### Power grid

Bar = 100 um. Pins as bars on the die edge.
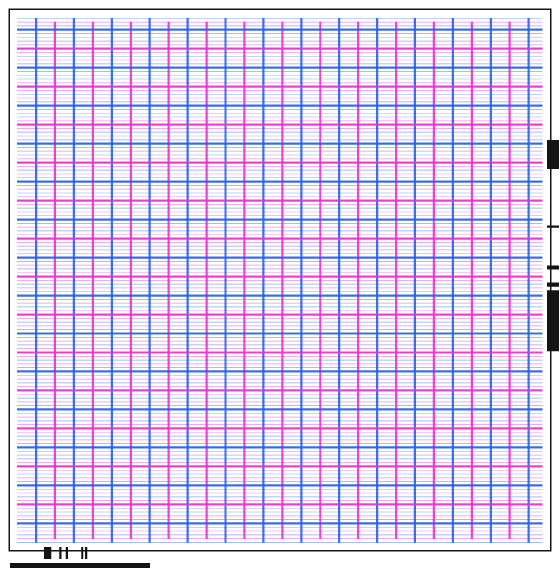
### Cells colored by class

Bar = 100 um.
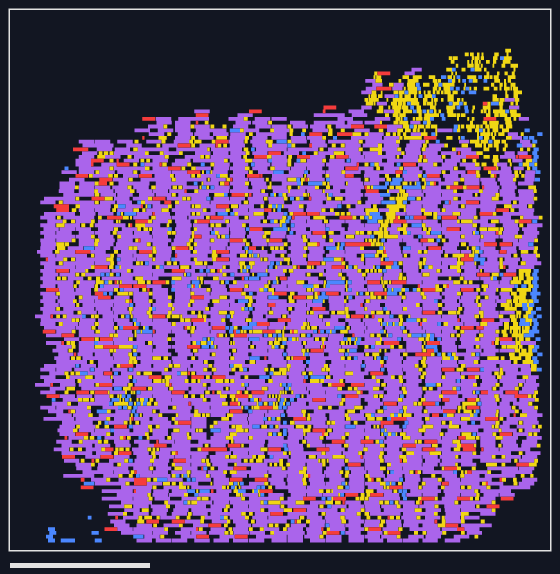
### Clock network drawn from the DEF

Bar = 100 um.
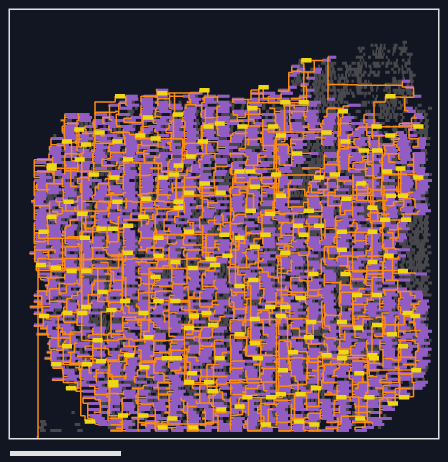
### Signal wires by layer

Only two layers are drawn.
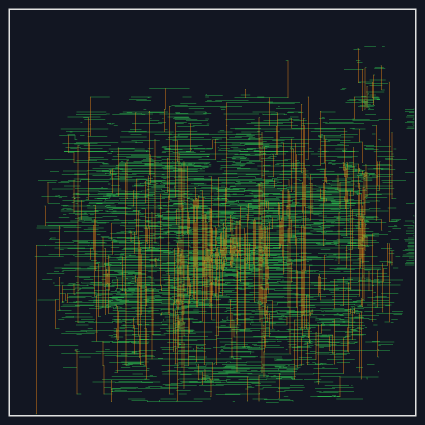
### Placement view

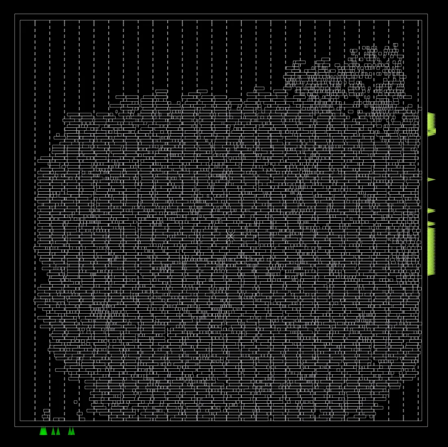
[config.mk]
export PLATFORM = sky130hd
export DESIGN_NAME = conv_col_driver
export DESIGN_NICKNAME = d
export VERILOG_FILES = /design/src/rtl/conv_col_driver.sv
export SDC_FILE = /design/constraint.sdc
export NUM_CORES = 2
export LEC_CHECK = 0
export CORE_MARGIN = 5
export CORE_UTILIZATION = 56
export DETAILED_ROUTE_END_ITERATION = 6
export MAX_ROUTING_LAYER = met4
export PLACE_DENSITY = 0.8
export SLEW_MARGIN = 5
export SYNTH_ARGS = -nofsm -noshare
export SYNTH_HDL_FRONTEND = slang
export SYNTH_SLANG_ARGS = --single-unit
[constraint.sdc]
create_clock -name clk -period 3.97 [get_ports clk]
set_input_delay 0.397 -clock clk [delete_from_list [all_inputs] [get_ports clk]]
set_output_delay 0.397 -clock clk [all_outputs]
set_load 0.005 [all_outputs]
[src/rtl/conv_col_driver.sv]
// Column driver for a 5-row convolution window: buffers the last four raster
// rows and emits one masked, position-tagged 5-pixel column per output cycle.
package conv_pkg;
  localparam int PIXEL_W = 8;
  typedef logic [PIXEL_W-1:0] pixel_t;
  typedef pixel_t [4:0] pixel_span_t;
  typedef struct packed {
    logic sol;
    logic eol;
    logic sof;
    logic eof;
  } kernel_pos_t;
endpackage

module conv_col_driver #(
  parameter int IMG_W = 64,
  parameter int IMG_H = 64
) (
  input  logic                          clk,
  input  logic                          rst,
  input  logic                          pix_vld_i,
  input  logic [conv_pkg::PIXEL_W-1:0]  pix_dat_i,
  output logic                          pix_rdy_o,
  output logic [4:0]                    colD_push_o,
  output conv_pkg::pixel_span_t         colD_dat_o,
  output conv_pkg::kernel_pos_t         colD_pos_o
);

  localparam int CW = (IMG_W > 1) ? $clog2(IMG_W) : 1;
  localparam int RW = $clog2(IMG_H);
  localparam int DW = $clog2(2 * IMG_W);
  localparam logic [CW-1:0] C_LAST = CW'(IMG_W - 1);
  localparam logic [RW-1:0] R_LAST = RW'(IMG_H - 1);
  localparam logic [RW-1:0] R_ONE  = RW'(1);
  localparam logic [DW-1:0] D_HALF = DW'(IMG_W);
  localparam logic [DW-1:0] D_LAST = DW'(2 * IMG_W - 1);

  typedef enum logic [1:0] {S_FILL, S_STREAM, S_DRAIN} state_t;

  state_t                          state_reg, state_next;
  logic [CW-1:0]                   c_reg, c_next;
  logic [RW-1:0]                   r_reg, r_next;
  logic [DW-1:0]                   drain_reg, drain_next;
  logic                            accept;
  logic                            emit;
  logic                            c_last;
  int                              y_cen;
  logic [4:0]                      push_next, push_reg;
  logic [3:0][1:0]                 bank_next, bank_reg;
  conv_pkg::kernel_pos_t           pos_next, pos_reg;
  logic [conv_pkg::PIXEL_W-1:0]    pix_reg;
  logic [3:0][conv_pkg::PIXEL_W-1:0] rd_all;

  assign pix_rdy_o = (state_reg != S_DRAIN);

  always_ff @(posedge clk) begin
    if (rst) begin
      state_reg <= S_FILL;
      c_reg     <= '0;
      r_reg     <= '0;
      drain_reg <= '0;
    end else begin
      state_reg <= state_next;
      c_reg     <= c_next;
      r_reg     <= r_next;
      drain_reg <= drain_next;
    end
  end

  always_comb begin
    state_next = state_reg;
    c_next     = c_reg;
    r_next     = r_reg;
    drain_next = drain_reg;
    emit       = 1'b0;
    y_cen      = 0;
    c_last     = (c_reg == C_LAST);
    accept     = pix_vld_i && (state_reg != S_DRAIN);
    case (state_reg)
      S_FILL: begin
        if (accept) begin
          if (c_last) begin
            c_next = '0;
            r_next = r_reg + 1'b1;
            if (r_reg == R_ONE) state_next = S_STREAM;
          end else begin
            c_next = c_reg + 1'b1;
          end
        end
      end
      S_STREAM: begin
        y_cen = int'(r_reg) - 2;
        if (accept) begin
          emit = 1'b1;
          if (c_last) begin
            c_next = '0;
            if (r_reg == R_LAST) begin
              r_next     = '0;
              state_next = S_DRAIN;
            end else begin
              r_next = r_reg + 1'b1;
            end
          end else begin
            c_next = c_reg + 1'b1;
          end
        end
      end
      S_DRAIN: begin
        // first half of the drain finishes row IMG_H-2, second half IMG_H-1
        emit       = 1'b1;
        y_cen      = (drain_reg >= D_HALF) ? IMG_H - 1 : IMG_H - 2;
        c_next     = c_last ? '0 : c_reg + 1'b1;
        drain_next = drain_reg + 1'b1;
        if (drain_reg == D_LAST) begin
          drain_next = '0;
          c_next     = '0;
          state_next = S_FILL;
        end
      end
      default: state_next = S_FILL;
    endcase
  end

  // Row y-2+n lives in bank (y-2+n) mod 4; rows outside the frame are masked.
  always_comb begin
    push_next = '0;
    bank_next = '0;
    for (int n = 0; n < 5; n++) begin
      push_next[n] = emit && (y_cen - 2 + n >= 0) && (y_cen - 2 + n < IMG_H);
    end
    for (int n = 0; n < 4; n++) begin
      bank_next[n] = 2'(y_cen - 2 + n);
    end
    pos_next.sol = emit && (c_reg == '0);
    pos_next.eol = emit && c_last;
    pos_next.sof = emit && (y_cen == 0) && (c_reg == '0);
    pos_next.eof = emit && (y_cen == IMG_H - 1) && c_last;
  end

  // Read-before-write: while row r overwrites its bank, the old row r-4 is read out.
  genvar gi;
  generate
    for (gi = 0; gi < 4; gi++) begin : g_bank
      logic [conv_pkg::PIXEL_W-1:0] mem [IMG_W];
      logic [conv_pkg::PIXEL_W-1:0] rd_q;
      always_ff @(posedge clk) begin
        if (accept && (r_reg[1:0] == 2'(gi))) mem[c_reg] <= pix_dat_i;
        rd_q <= mem[c_reg];
      end
      assign rd_all[gi] = rd_q;
    end
  endgenerate

  always_ff @(posedge clk) begin
    if (rst) begin
      push_reg <= '0;
      bank_reg <= '0;
      pos_reg  <= '0;
      pix_reg  <= '0;
    end else begin
      push_reg <= push_next;
      bank_reg <= bank_next;
      pos_reg  <= pos_next;
      pix_reg  <= pix_dat_i;
    end
  end

  always_comb begin
    colD_dat_o = '0;
    for (int n = 0; n < 4; n++) begin
      if (push_reg[n]) colD_dat_o[n] = rd_all[bank_reg[n]];
    end
    if (push_reg[4]) colD_dat_o[4] = pix_reg;
  end

  assign colD_push_o = push_reg;
  assign colD_pos_o  = pos_reg;

endmodule

==> Slide: Implementation Results <==
Implementation Results

Hold path
  • Worst hold path type: primary input to flop
  • Worst hold path depth: 1

Pwr
  • Pwr Total: between 40 and 50 mW
  • Power Density: 485 nW/um2

STA
  • Setup ws final: 0.283 ns
  • Max Slew Vio Count: 0
  • Final setup vio count: 0

Synth
  • Synth warn: 0
  • Post-synth seq share: 0.793
  • Ys flop type: edfxtp_1
  • Cell type with the largest total area after synthesis: edfxtp_1
  • Syn_area_per_cell: 16.8 um2
  • Ys async rst share: 0
  • Syn Std Cell Area: between 70000 and 80000 um2
  • Ys cells: 4729

Drt
  • DRC viols: 1

Die
  • Ports: 61
  • Die Width: a little under 400 um
  • Row count: 138
  • Total die size: 150000 um2

Clocking
  • Max H-tree Level: 4
  • Sinks on Clock Net: around 2100
  • Post-CTS Resized: 0
  • Clock-pin slew on the worst setup and hold paths: 0.07 ns

Setup path
  • Worst Path Buf+Inv: 2
  • Most used cell, CP: ha_1

Status
  • Failing checks: DRC
  • Run status: complete, but fails checks
-- 'Power grid' (at the start) --
magenta -> VDD
blue -> VSS
met4 straps = 27
met5 straps = 27
rows = 138

-- 'Cells colored by class' (at the start) --
red -> clock drivers and dummy loads  # cells 345, share of their area 6.8%
yellow -> combinational and other logic  # cells 2270, share of their area 17%
purple -> flops  # cells 2124, share of their area 71%
blue -> other buffers and delay cells  # cells 520, share of their area 5.2%

-- 'Clock network drawn from the DEF' (at the start) --
purple -> flip-flops  # count 2124
orange -> clock wires  # length 20.9 mm
yellow -> clock drivers  # count 192
routed clock nets = 193

-- 'Signal wires by layer' (at the start) --
green -> metal 3  # wire length 38.5 mm
orange -> metal 4  # wire length 14500 um

-- 'Placement view' (at the start) --
fraction of area in registers: 0.689
non-filler cells, final: 7189
final core occ: 0.648

==> logic make-up after synthesis <==
| logic type | after synthesis | synth area share |
|---|---|---|
| AND-OR/OR-AND | 1420 | 0.134 |
| flip-flops | 2124 | 0.793 |
| AND/OR/NAND/NOR | 738 | 0.0434 |
| XOR/XNOR | 19 | 0.00219 |
| adder cells (fa/ha/maj) | 28 | 0.00441 |
| multiplexers | 40 | 0.00532 |
| buffers and inverters | 360 | 0.0176 |
==> per-layer routing <==
metal,up-vias,wire length [um],global-route usage
li1,20300,-,-
met1,24600,77600,0.400
met2,4668,106000,0.455
met3,917,38500,0.118
met4,0,14500,0.164
met5,-,0,-
==> worst max path at each step <==
stage / start / endpoint / cells past startpoint
finish: state_reg[1]$_SDFFE_PP0P_ / colD_push_o[3]$_SDFF_PP0_ / 16
global route: r_reg[1]$_SDFFE_PP0P_ / colD_push_o[2]$_SDFF_PP0_ / 16
global placement: r_reg[1]$_SDFFE_PP0P_ / colD_push_o[2]$_SDFF_PP0_ / 16
detailed placement: state_reg[1]$_SDFFE_PP0P_ / colD_push_o[2]$_SDFF_PP0_ / 17
CTS: state_reg[1]$_SDFFE_PP0P_ / colD_push_o[2]$_SDFF_PP0_ / 17
floorplan: r_reg[1]$_SDFFE_PP0P_ / colD_push_o[1]$_SDFF_PP0_ / 15
==> where the power goes <==
group	internal (mW)	leakage (nW)	switching, mW
logic	0.480	6.70	1.29
registers	24.6	19.0	0.109
clock network	9.96	2.96	7.95
total	35.0	28.7	9.34
==> layout make-up <==
type	instances	area [um2]	share of cell area
Clock inverter	85	713	0.00779
Antenna cell	40	100	0.00109
Clock buffer	260	5330	0.0582
Multi-Input combinational cell	2245	15200	0.166
Sequential cell	2124	63000	0.689
Inverter	25	93.8	0.00103
Timing Repair Buffer	520	4670	0.0511
Tap cell	1890	2360	0.0258
Power is estimated from default activity; no workload was simulated.
